### src/rtl/mul_defs_pkg.sv
// Shared multiplier definitions: FSM state encodings and Booth select codes.
// Latency: n/a (types only).
// Backpressure: n/a.
package mul_defs_pkg;

    // Sequencer states shared by the sequential multiplier variants.
    typedef enum logic [1:0] {
        ST_IDLE = 2'd0,
        ST_RUN  = 2'd1,
        ST_DONE = 2'd2
    } state_t;

    // Radix-4 Booth partial-product selection.
    typedef enum logic [2:0] {
        SEL_ZERO = 3'd0,
        SEL_P1   = 3'd1,
        SEL_P2   = 3'd2,
        SEL_M1   = 3'd3,
        SEL_M2   = 3'd4
    } sel_t;

endpackage

### src/rtl/booth_recoder.sv
// Radix-4 Booth recoder: 3-bit window {q1, q0, q_m1} -> partial-product select.
// Latency: combinational.
// Backpressure: none.
// Ports: window (in, 3) = {Q[1], Q[0], q_m1}; sel (out) = select code.
module booth_recoder
    import mul_defs_pkg::*;
(
    input  logic [2:0] window,
    output sel_t       sel
);

    always_comb begin
        sel = SEL_ZERO;
        case (window)
            3'b001, 3'b010: sel = SEL_P1;
            3'b011:         sel = SEL_P2;
            3'b100:         sel = SEL_M2;
            3'b101, 3'b110: sel = SEL_M1;
            default:        sel = SEL_ZERO;   // 000 and 111
        endcase
    end

endmodule

### src/rtl/booth_mul32_seq.sv
// Sequential signed radix-4 Booth multiplier, one bit-pair retired per clock.
// Latency: start at edge k -> busy k+1..k+WIDTH/2, done pulse in k+WIDTH/2+1.
// Backpressure: start is only honoured in IDLE; start while busy/done is dropped.
// Ports: clock, clear (sync, active-high), start, multiplicand/multiplier (signed
//        WIDTH), busy, done (1-cycle registered pulse), product (signed 2*WIDTH,
//        held until the next done or clear).
module booth_mul32_seq
    import mul_defs_pkg::*;
#(
    parameter int WIDTH = 32
) (
    input  logic                 clock,
    input  logic                 clear,
    input  logic                 start,
    input  logic [WIDTH-1:0]     multiplicand,
    input  logic [WIDTH-1:0]     multiplier,
    output logic                 busy,
    output logic                 done,
    output logic [2*WIDTH-1:0]   product
);

    // Two guard bits on the accumulator so +/-2M of the most negative
    // multiplicand cannot overflow.
    localparam int AW = WIDTH + 2;
    localparam int CW = (WIDTH > 2) ? $clog2(WIDTH / 2) : 1;
    localparam logic [CW-1:0] LAST = CW'(WIDTH / 2 - 1);

    state_t             state_q;
    state_t             state_d;
    logic [AW-1:0]      a_q;
    logic [AW-1:0]      m_q;
    logic [WIDTH-1:0]   q_q;
    logic               qm1_q;
    logic [CW-1:0]      cnt_q;
    logic               done_q;
    logic [2*WIDTH-1:0] product_q;

    sel_t               sel;
    logic [AW-1:0]      mag;
    logic               neg;
    logic [AW-1:0]      sum;
    logic [AW-1:0]      a_nxt;
    logic [WIDTH-1:0]   q_nxt;
    logic               qm1_nxt;
    logic               last_iter;

    booth_recoder u_recoder (
        .window ({q_q[1:0], qm1_q}),
        .sel    (sel)
    );

    // Single adder/subtractor: subtraction is invert plus carry-in.
    always_comb begin
        mag = '0;
        neg = 1'b0;
        case (sel)
            SEL_P1: begin mag = m_q;      neg = 1'b0; end
            SEL_P2: begin mag = m_q << 1; neg = 1'b0; end
            SEL_M1: begin mag = m_q;      neg = 1'b1; end
            SEL_M2: begin mag = m_q << 1; neg = 1'b1; end
            default: begin mag = '0;      neg = 1'b0; end
        endcase
        sum = a_q + (mag ^ {AW{neg}}) + {{(AW-1){1'b0}}, neg};
    end

    // Arithmetic shift of {A, Q, q_m1} right by two, replicating A's sign.
    assign a_nxt   = {{2{sum[AW-1]}}, sum[AW-1:2]};
    assign q_nxt   = {sum[1:0], q_q[WIDTH-1:2]};
    assign qm1_nxt = q_q[1];

    assign last_iter = (state_q == ST_RUN) && (cnt_q == LAST);

    // FSM: state register
    always_ff @(posedge clock) begin
        if (clear) begin
            state_q <= ST_IDLE;
        end else begin
            state_q <= state_d;
        end
    end

    // FSM: next state
    always_comb begin
        state_d = state_q;
        case (state_q)
            ST_IDLE: if (start) state_d = ST_RUN;
            ST_RUN:  if (cnt_q == LAST) state_d = ST_DONE;
            ST_DONE: state_d = ST_IDLE;
            default: state_d = ST_IDLE;
        endcase
    end

    // Datapath registers
    always_ff @(posedge clock) begin
        if (clear) begin
            a_q       <= '0;
            m_q       <= '0;
            q_q       <= '0;
            qm1_q     <= 1'b0;
            cnt_q     <= '0;
            done_q    <= 1'b0;
            product_q <= '0;
        end else begin
            done_q <= last_iter;
            case (state_q)
                ST_IDLE: begin
                    if (start) begin
                        a_q   <= '0;
                        m_q   <= {{2{multiplicand[WIDTH-1]}}, multiplicand};
                        q_q   <= multiplier;
                        qm1_q <= 1'b0;
                        cnt_q <= '0;
                    end
                end
                ST_RUN: begin
                    a_q   <= a_nxt;
                    q_q   <= q_nxt;
                    qm1_q <= qm1_nxt;
                    cnt_q <= cnt_q + CW'(1);
                    // Capture the finished product on the final iteration so it
                    // is already valid in the done cycle.
                    if (cnt_q == LAST) begin
                        product_q <= {a_nxt[WIDTH-1:0], q_nxt};
                    end
                end
                default: ;
            endcase
        end
    end

    assign busy    = (state_q == ST_RUN);
    assign done    = done_q;
    assign product = product_q;

endmodule

### config.mk
export PLATFORM = sky130hd
export DESIGN_NAME = booth_mul32_seq
export DESIGN_NICKNAME = d
export VERILOG_FILES = /design/src/rtl/mul_defs_pkg.sv /design/src/rtl/booth_recoder.sv /design/src/rtl/booth_mul32_seq.sv
export SDC_FILE = /design/constraint.sdc
export NUM_CORES = 1
export LEC_CHECK = 0
export ABC_AREA = 1
export CELL_PAD_IN_SITES_DETAIL_PLACEMENT = 0
export CELL_PAD_IN_SITES_GLOBAL_PLACEMENT = 1
export CORE_MARGIN = 4
export CORE_UTILIZATION = 39
export CTS_CLUSTER_SIZE = 40
export DETAILED_ROUTE_END_ITERATION = 16
export PLACE_DENSITY = 0.83
export SYNTH_ARGS = -nofsm -noshare
export SYNTH_HDL_FRONTEND = slang
export SYNTH_HIERARCHICAL = 1
export SYNTH_SLANG_ARGS = --single-unit
### constraint.sdc
create_clock -name clock -period 3.7 [get_ports clock]
set_input_delay 0.555 -clock clock [delete_from_list [all_inputs] [get_ports clock]]
set_output_delay 0.555 -clock clock [all_outputs]
set_load 0.01 [all_outputs]
**Cell sizes after repair**

(2 px per um)
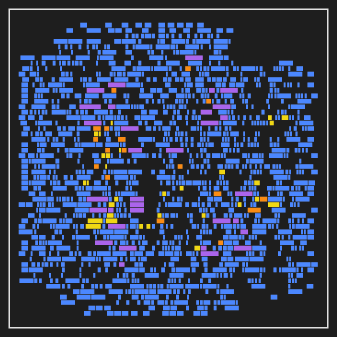
Key: yellow = _2 cells [cells 30, most used nand2_2]; orange = _3 and _4 cells [cells 17, most used buf_4]; blue = _0 and _1 cells [cells 1,302, most used nand2_1]; purple = _6 and larger [cells 32, most used clkbuf_16]

**Placement by cell class**

(2 px per um)
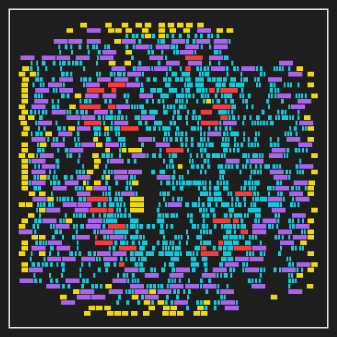
Key: red = clock drivers and dummy loads [cells 32]; purple = flops [cells 168]; yellow = other buffers and delay cells [cells 144]; cyan = combinational and other logic [cells 1,037]
total core area: 22,000 um2
fin util: 50.1%

**Track usage over the die**

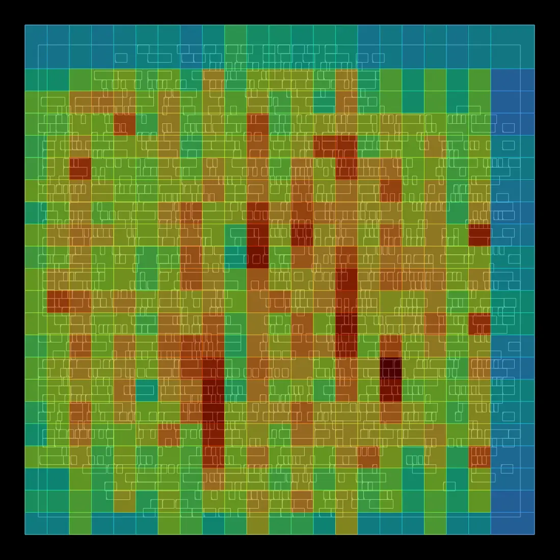
met2 Use GR: 32.4%
GRT Total Usage: 20.7%
Avg WL per Cell: 15.5 um
met3 usage: 5.46%

==> flow_summary.yaml <==
# yosys + openroad results
run_status:
  status: "finished, final reports clean"
global_routing:
  grt_pass1_vias: 7970
  antenna_found_initial: 0
clocking:
  cts-resized-gates: 0
  h-tree-depth: 4
  ctsHoldBuffers: 0
  clock_sinks: 168
  cts_buffers: 17
finish:
  clkbuf_count: 18
  area_delta_synth_final_pct: 24.9
  seq_cells: 168
  regArea_um2: 3370
  buffer_area_share_pct: 13.2
worst_setup_path:
  critPathMaxFanout: 31
  r2r_cells: 19
  r2r_slack_ns: 0.36
  critPathKind: "reg -> reg"
placement:
  dp_hpwl_um: 18200
  place_inst: 1629
  placed_area_um2: 10400
  preCtsSetupSlack_ns: 0.167
floorplanning:
  die_h_um: 159
timing:
  finalCritPeriodShare_pct: 90.4
  finalSetupViolations: 0
  fin_crit_ns: 3.34
detailed_routing:
  drt_pre_antenna_iters: 5
  drt_iter0_markers: 713
  drc_errors: 0
synth:
  ys_chip_area_um2: 8830
  synthAoiAreaFrac_pct: 19.9
  top_cell: "nand2_1"
  top_area_share_pct: 38.1
  mux_area_share_pct: 0
  edf_count: 0
worst_hold_path:
  hold_path_class: "in -> reg"
power_and_ir_drop:
  ir_drop_uv: 242
==> registers in the layout, indices dropped and copies added, names as in the netlist <==
register and cells:
done 1, state_q 2, qm1_q 1, product 64
cnt_q 4, m_q 32, q_q 32, a_q 32
==> routing by layer <==
metal | wire (um) | vias to the layer above
met5 | 0 | -
met4 | 302 | 0
met3 | 1500 | 20
met2 | 11600 | 192
met1 | 12400 | 3875
li1 | - | 4391
==> power by group <==
part	switching [mW]	internal, mW
Combinational	0.664	0.401
Clock	0.850	1.03
Sequential	0.0631	1.91
Total	1.58	3.33
==> layout by cell type (no fill, tap or decap), drive strengths merged, types with 16 or more instances in the layout <==
cell type      netlist  routed
o22ai               30      30
nor2               100     100
nand3               69      69
nand2              309     309
o21ai              122     122
a21oi              111     111
a31oi               34      34
dfxtp              168     168
xnor2               36      36
ha                  33      33
clkdlybuf4s50        0     131
xor2                16      16
inv                130     138
clkbuf              46      18
==> how the worst max path moves through the flow <==
stage / end / startpoint / cells past startpoint / slack (ns)
2_1_floorplan: product[45] / qm1_q / 16 / 0.63
4_1_cts: product[57] / qm1_q / 17 / 0.12
3_3_place_gp: product[57] / q_q[0] / 17 / 0.23
6_report: product[63] / q_q[1] / 19 / 0.36
5_1_grt: product[55] / q_q[1] / 22 / 0.04
3_5_place_dp: product[57] / qm1_q / 17 / 0.17
==> critical path, cell delays in order, from the launching register on <==
cell,delay (ns)
dfxtp_1,0.39
inv_1,0.09
nand3_1,0.08
nand3_1,0.15
o21ai_2,0.21
nand2_1,0.12
buf_12,0.19
o22ai_1,0.16
xnor2_1,0.15
ha_1,0.30
a21oi_1,0.27
o21ai_0,0.17
a21oi_1,0.30
nand2_1,0.09
nand2_1,0.08
nand3_1,0.07
nand2_1,0.06
nand2_1,0.12
o21ai_0,0.17
inv_1,0.05
Power figures rest on the tool's default switching activity, not on a simulated workload.
